==> src/rtl/ecc_pkg.sv <==
// Shared types and helpers for the SEC-DED scrubber.
// Holds the scrub FSM states and the check-bit width function.
package ecc_pkg;

    typedef enum logic [2:0] {
        ST_IDLE,
        ST_WAIT,
        ST_RD_REQ,
        ST_RD_WAIT,
        ST_CHECK,
        ST_WR_REQ,
        ST_NEXT
    } scrub_state_e;

    // Smallest m with 2**m >= m + k + 1 (Hamming check bits for k data bits).
    function automatic int calculate_m(input int k);
        int m;
        m = 30;
        for (int i = 30; i >= 1; i--) begin
            if ((1 << i) >= (i + k + 1)) begin
                m = i;
            end
        end
        return m;
    endfunction

endpackage

==> src/rtl/ecc_dec.sv <==
// SEC-DED Hamming decoder: syndrome plus single/double error flags.
// Overall parity bit p0 sits at the LSB or MSB of the codeword.
module ecc_dec
    import ecc_pkg::*;
#(
    parameter int K = 8,
    parameter int P0_LSB = 1,
    parameter int LATENCY = 0,
    localparam int M = calculate_m(K),
    localparam int N = M + K
) (
    input  logic         clk_i,
    input  logic         rst_i,
    input  logic [N:0]   cw_i,
    output logic [M-1:0] syndrome_o,
    output logic         sb_err_o,
    output logic         db_err_o
);

    logic [M-1:0] syn;
    logic         par;
    logic         sb_err;
    logic         db_err;

    // Syndrome is the XOR of the positions of all set Hamming bits.
    always_comb begin
        syn = '0;
        for (int p = 1; p <= N; p++) begin
            if (cw_i[(P0_LSB != 0) ? p : p - 1]) begin
                syn = syn ^ p[M-1:0];
            end
        end
        par    = ^cw_i;
        sb_err = par;
        db_err = !par && (syn != '0);
    end

    if (LATENCY == 0) begin : g_comb
        logic unused_clk;
        assign unused_clk = clk_i ^ rst_i;
        assign syndrome_o = syn;
        assign sb_err_o   = sb_err;
        assign db_err_o   = db_err;
    end else begin : g_reg
        logic [M-1:0] syndrome_q;
        logic         sb_err_q;
        logic         db_err_q;

        // One pipeline stage on the decoder results.
        always_ff @(posedge clk_i) begin
            if (rst_i) begin
                syndrome_q <= '0;
                sb_err_q   <= 1'b0;
                db_err_q   <= 1'b0;
            end else begin
                syndrome_q <= syn;
                sb_err_q   <= sb_err;
                db_err_q   <= db_err;
            end
        end

        assign syndrome_o = syndrome_q;
        assign sb_err_o   = sb_err_q;
        assign db_err_o   = db_err_q;
    end

endmodule

==> src/rtl/ecc_scrubber.sv <==
// Background memory scrubber: reads each word, corrects single-bit
// errors by write-back, counts and reports double-bit errors.
module ecc_scrubber
    import ecc_pkg::*;
#(
    parameter int K = 8,
    parameter int AW = 8,
    parameter int P0_LSB = 1,
    localparam int M = calculate_m(K),
    localparam int N = M + K
) (
    input  logic          clk_i,
    input  logic          rst_i,
    input  logic          en_i,
    input  logic          clr_i,
    input  logic [15:0]   interval_i,
    output logic          mem_req_o,
    output logic          mem_we_o,
    output logic          mem_lock_o,
    output logic [AW-1:0] mem_addr_o,
    output logic [N:0]    mem_wdata_o,
    input  logic          mem_gnt_i,
    input  logic          mem_rvalid_i,
    input  logic [N:0]    mem_rdata_i,
    output logic          busy_o,
    output logic          pass_done_o,
    output logic [15:0]   sb_cnt_o,
    output logic [15:0]   db_cnt_o,
    output logic [AW-1:0] db_addr_o,
    output logic          db_irq_o
);

    scrub_state_e  state_q, state_d;
    logic [15:0]   cnt_q, cnt_d;
    logic [AW-1:0] addr_q, addr_d;
    logic [N:0]    rdata_q, rdata_d;
    logic [N:0]    wdata_q, wdata_d;
    logic [15:0]   sb_cnt_q, sb_cnt_d;
    logic [15:0]   db_cnt_q, db_cnt_d;
    logic [AW-1:0] db_addr_q, db_addr_d;

    logic [M-1:0]  syndrome;
    logic          sb_err;
    logic          db_err;
    logic [N:0]    flip;

    ecc_dec #(
        .K       (K),
        .P0_LSB  (P0_LSB),
        .LATENCY (0)
    ) u_dec (
        .clk_i      (clk_i),
        .rst_i      (rst_i),
        .cw_i       (rdata_q),
        .syndrome_o (syndrome),
        .sb_err_o   (sb_err),
        .db_err_o   (db_err)
    );

    // One-hot mask of the codeword bit addressed by the syndrome.
    always_comb begin
        flip = '0;
        for (int i = 0; i <= N; i++) begin
            if (P0_LSB != 0) begin
                flip[i] = (int'(syndrome) == i);
            end else if (i == N) begin
                flip[i] = (syndrome == '0);
            end else begin
                flip[i] = (int'(syndrome) == i + 1);
            end
        end
    end

    // Next-state, datapath and output decode for the scrub sequence.
    always_comb begin
        state_d     = state_q;
        cnt_d       = cnt_q;
        addr_d      = addr_q;
        rdata_d     = rdata_q;
        wdata_d     = wdata_q;
        sb_cnt_d    = sb_cnt_q;
        db_cnt_d    = db_cnt_q;
        db_addr_d   = db_addr_q;
        mem_req_o   = 1'b0;
        mem_we_o    = 1'b0;
        mem_lock_o  = 1'b0;
        pass_done_o = 1'b0;
        db_irq_o    = 1'b0;

        unique case (state_q)
            ST_IDLE: begin
                if (en_i) begin
                    state_d = ST_WAIT;
                    cnt_d   = interval_i;
                end
            end
            ST_WAIT: begin
                if (!en_i) begin
                    state_d = ST_IDLE;
                end else if (cnt_q == 16'd0) begin
                    state_d = ST_RD_REQ;
                end else begin
                    cnt_d = cnt_q - 16'd1;
                end
            end
            ST_RD_REQ: begin
                mem_req_o = 1'b1;
                if (mem_gnt_i) begin
                    state_d = ST_RD_WAIT;
                end
            end
            ST_RD_WAIT: begin
                mem_lock_o = 1'b1;
                if (mem_rvalid_i) begin
                    rdata_d = mem_rdata_i;
                    state_d = ST_CHECK;
                end
            end
            ST_CHECK: begin
                mem_lock_o = 1'b1;
                wdata_d    = rdata_q ^ flip;
                if (sb_err) begin
                    state_d = ST_WR_REQ;
                    if (sb_cnt_q != 16'hFFFF) begin
                        sb_cnt_d = sb_cnt_q + 16'd1;
                    end
                end else begin
                    state_d = ST_NEXT;
                end
                if (db_err) begin
                    db_irq_o  = 1'b1;
                    db_addr_d = addr_q;
                    if (db_cnt_q != 16'hFFFF) begin
                        db_cnt_d = db_cnt_q + 16'd1;
                    end
                end
            end
            ST_WR_REQ: begin
                mem_req_o  = 1'b1;
                mem_we_o   = 1'b1;
                mem_lock_o = 1'b1;
                if (mem_gnt_i) begin
                    state_d = ST_NEXT;
                end
            end
            ST_NEXT: begin
                addr_d      = addr_q + AW'(1);
                pass_done_o = (addr_q == '1);
                if (en_i) begin
                    state_d = ST_WAIT;
                    cnt_d   = interval_i;
                end else begin
                    state_d = ST_IDLE;
                end
            end
            default: begin
                state_d = ST_IDLE;
            end
        endcase

        // Clear takes priority over any same-cycle increment.
        if (clr_i) begin
            sb_cnt_d  = '0;
            db_cnt_d  = '0;
            db_addr_d = '0;
        end
    end

    // State and datapath registers with synchronous reset.
    always_ff @(posedge clk_i) begin
        if (rst_i) begin
            state_q   <= ST_IDLE;
            cnt_q     <= '0;
            addr_q    <= '0;
            rdata_q   <= '0;
            wdata_q   <= '0;
            sb_cnt_q  <= '0;
            db_cnt_q  <= '0;
            db_addr_q <= '0;
        end else begin
            state_q   <= state_d;
            cnt_q     <= cnt_d;
            addr_q    <= addr_d;
            rdata_q   <= rdata_d;
            wdata_q   <= wdata_d;
            sb_cnt_q  <= sb_cnt_d;
            db_cnt_q  <= db_cnt_d;
            db_addr_q <= db_addr_d;
        end
    end

    assign mem_addr_o  = addr_q;
    assign mem_wdata_o = wdata_q;
    assign busy_o      = (state_q != ST_IDLE);
    assign sb_cnt_o    = sb_cnt_q;
    assign db_cnt_o    = db_cnt_q;
    assign db_addr_o   = db_addr_q;

endmodule

==> config.mk <==
export PLATFORM = sky130hd
export DESIGN_NAME = ecc_scrubber
export DESIGN_NICKNAME = d
export VERILOG_FILES = /design/src/rtl/ecc_pkg.sv /design/src/rtl/ecc_dec.sv /design/src/rtl/ecc_scrubber.sv
export SDC_FILE = /design/constraint.sdc
export NUM_CORES = 1
export LEC_CHECK = 0
export CORE_AREA = 5 5 134 136
export CTS_CLUSTER_SIZE = 14
export DETAILED_ROUTE_END_ITERATION = 8
export DIE_AREA = 0 0 139 141
export GPL_ROUTABILITY_DRIVEN = 0
export PLACE_DENSITY_LB_ADDON = 0.05
export SETUP_SLACK_MARGIN = 0.4
export SYNTH_ARGS = -nofsm -noshare
export SYNTH_HDL_FRONTEND = slang
export SYNTH_SLANG_ARGS = --single-unit
==> constraint.sdc <==
create_clock -name clk_i -period 2.7 [get_ports clk_i]
set_input_delay 0.405 -clock clk_i [delete_from_list [all_inputs] [get_ports clk_i]]
set_output_delay 0.405 -clock clk_i [all_outputs]
set_load 0.02 [all_outputs]
==> out/qor.yml <==
status:
  status: "complete, no violations"
synthesis:
  postSynthAreaPerCell_um2: 8.09
  top_area_cell: "dfxtp_1"
  ys_cells: 606
floorplan:
  chip_area_um2: 19600
  ios: 102
detailed_routing:
  routed_wirelength_mm: 14.3
  routedWlPerCell_um: 15.1
global_routing:
  grt_max_degree: 55
  grt_antenna_before_repair: 0
  overflow: 0
job:
  warnings: 30
final_timing:
  rsz0062_at_grt: "yes"
  slew_viol_final: 0
  hold_violations: 0
power:
  power_density_nw_per_um2: 466
  p_switching_mw: 0.853
worst_setup_path:
  path_cells: "xnor2_2 -> xnor3_1 -> or4b_4 -> nand3_4 -> inv_4 -> buf_6"
  critPathKind: "reg -> out"
  end_kind: "output port"
finish:
  final_layout_size_suffix_gt1_share_pct: 12.0
  lay_top_count: "clkdlybuf4s50_1"
placed_design:
  place_ws_ns: -0.0184
clock_tree:
  cts.clk_slew.worst_paths_ns: 0.07
worst reg2reg max path, cell delays in order (launching register included):
cell,delay (ns)
dfxtp_2,0.35
xor3_1,0.44
xor2_1,0.18
buf_4,0.15
xnor3_2,0.26
buf_6,0.21
nand4_4,0.19
buf_12,0.19
or3_1,0.34
a21oi_1,0.14
final cells by class:
class                      count  area (um^2)  area share (%)
tap                          225          282            4.19
sequential                    93         1880            28.0
clock inverter                 5         33.8           0.503
timing repair buffer         134         1270            18.9
multi-input combinational    472         2960            44.1
clock buffer                  11          254            3.78
inverter                      10         40.0           0.596
logic make-up after synthesis:
family / share of synthesized area, %
buf+inv: 3.93
xor+xnor: 10.3
simple gates: 28.7
flops: 38.0
compound gates: 17.0
fa+ha+maj: 1.28
mux: 0.843
registers in the layout, indices dropped and copies added, names as in the netlist:
register     count
state_q          3
sb_cnt_o        16
db_cnt_o        16
mem_addr_o       8
cnt_q           16
mem_wdata_o     13
rdata_q         13
db_addr_o        8
path summary, 6_finish.rpt:
path / start / to / cells past startpoint
max: rdata_q[5] / db_irq_o / 6
min: db_addr_o[6] / db_addr_o[6] / 2
max reg2reg: rdata_q[12] / db_cnt_o[7] / 9
min reg2reg: db_addr_o[6] / db_addr_o[6] / 2
per-layer routing:
layer / GRT usage, % / up-vias / wire [um]
met3: 2.71 / 23 / 478
met4: 5.82 / 0 / 312
met1: 19.7 / 2181 / 6980
met5: 0 / - / 0
li1: - / 2386 / -
met2: 23.1 / 90 / 6540
power groups by stage:
stage	logic (mW)	clock network (mW)	registers [mW]
after global routing	0.500	1.36	1.44
after global placement	0.440	0	1.46
after floorplan	0.284	0	1.45
after CTS	0.445	1.30	1.43
after detailed placement	0.439	0	1.46
final	0.446	1.25	1.43
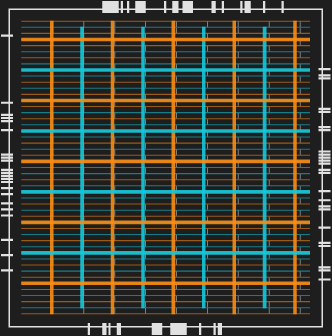
*Power grid*
Pins as bars on the die edge. Tap cells in grey.
| colour | net |
|---|---|
| orange | VSS |
| cyan | VDD |
signal pins: 102
met4 straps: 9
rows: 48
met5 straps: 9
met1 rails: 49
maximum VDD drop: 302 uV
die width: 139 um

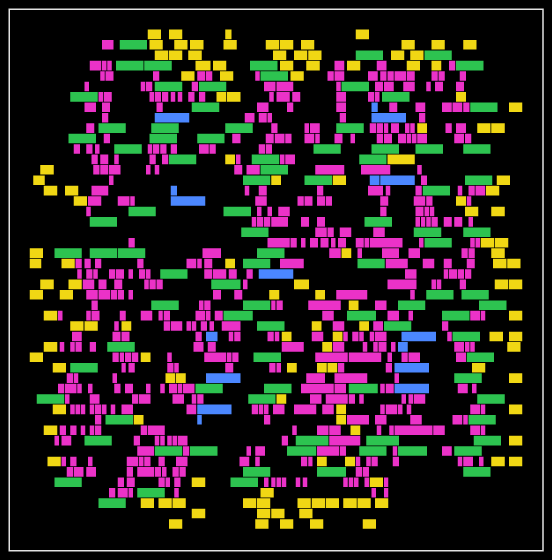
*Cell classes on the final placement*
| colour | class | cells |
|---|---|---|
| yellow | other buffers and delay cells | 134 |
| blue | clock drivers and dummy loads | 16 |
| green | flops | 93 |
| magenta | combinational and other logic | 482 |
# rows: 48
design area: 6710 um^2

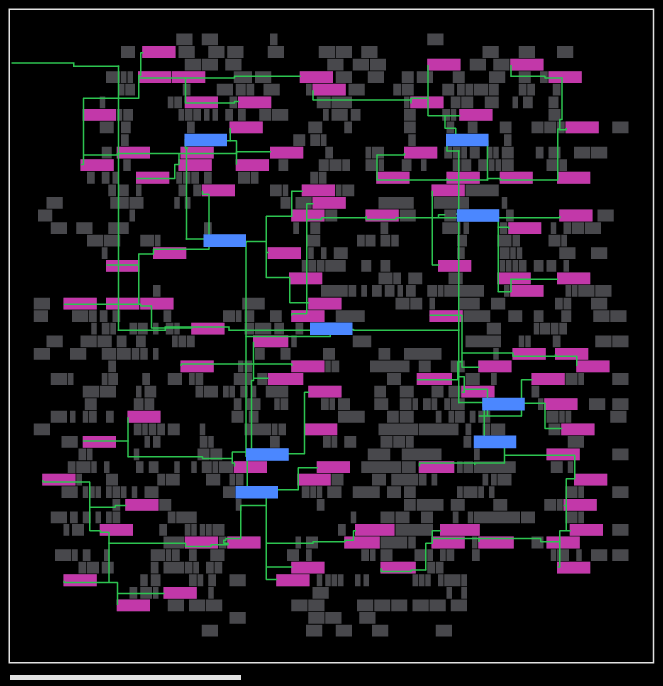
*Clock network drawn from the DEF*
Scale bar: 50 um.
[magenta] flip-flops | count: 93
[blue] clock drivers | count: 9
[green] clock wires | length: 1,460 um
routed clock nets: 10
flops lie: all over the die
clock power share: 40.0%
Setup Skew: 0.00869 ns
Clock Latency Late Sink: 0.34 ns

Power and IR drop assume default switching activity.
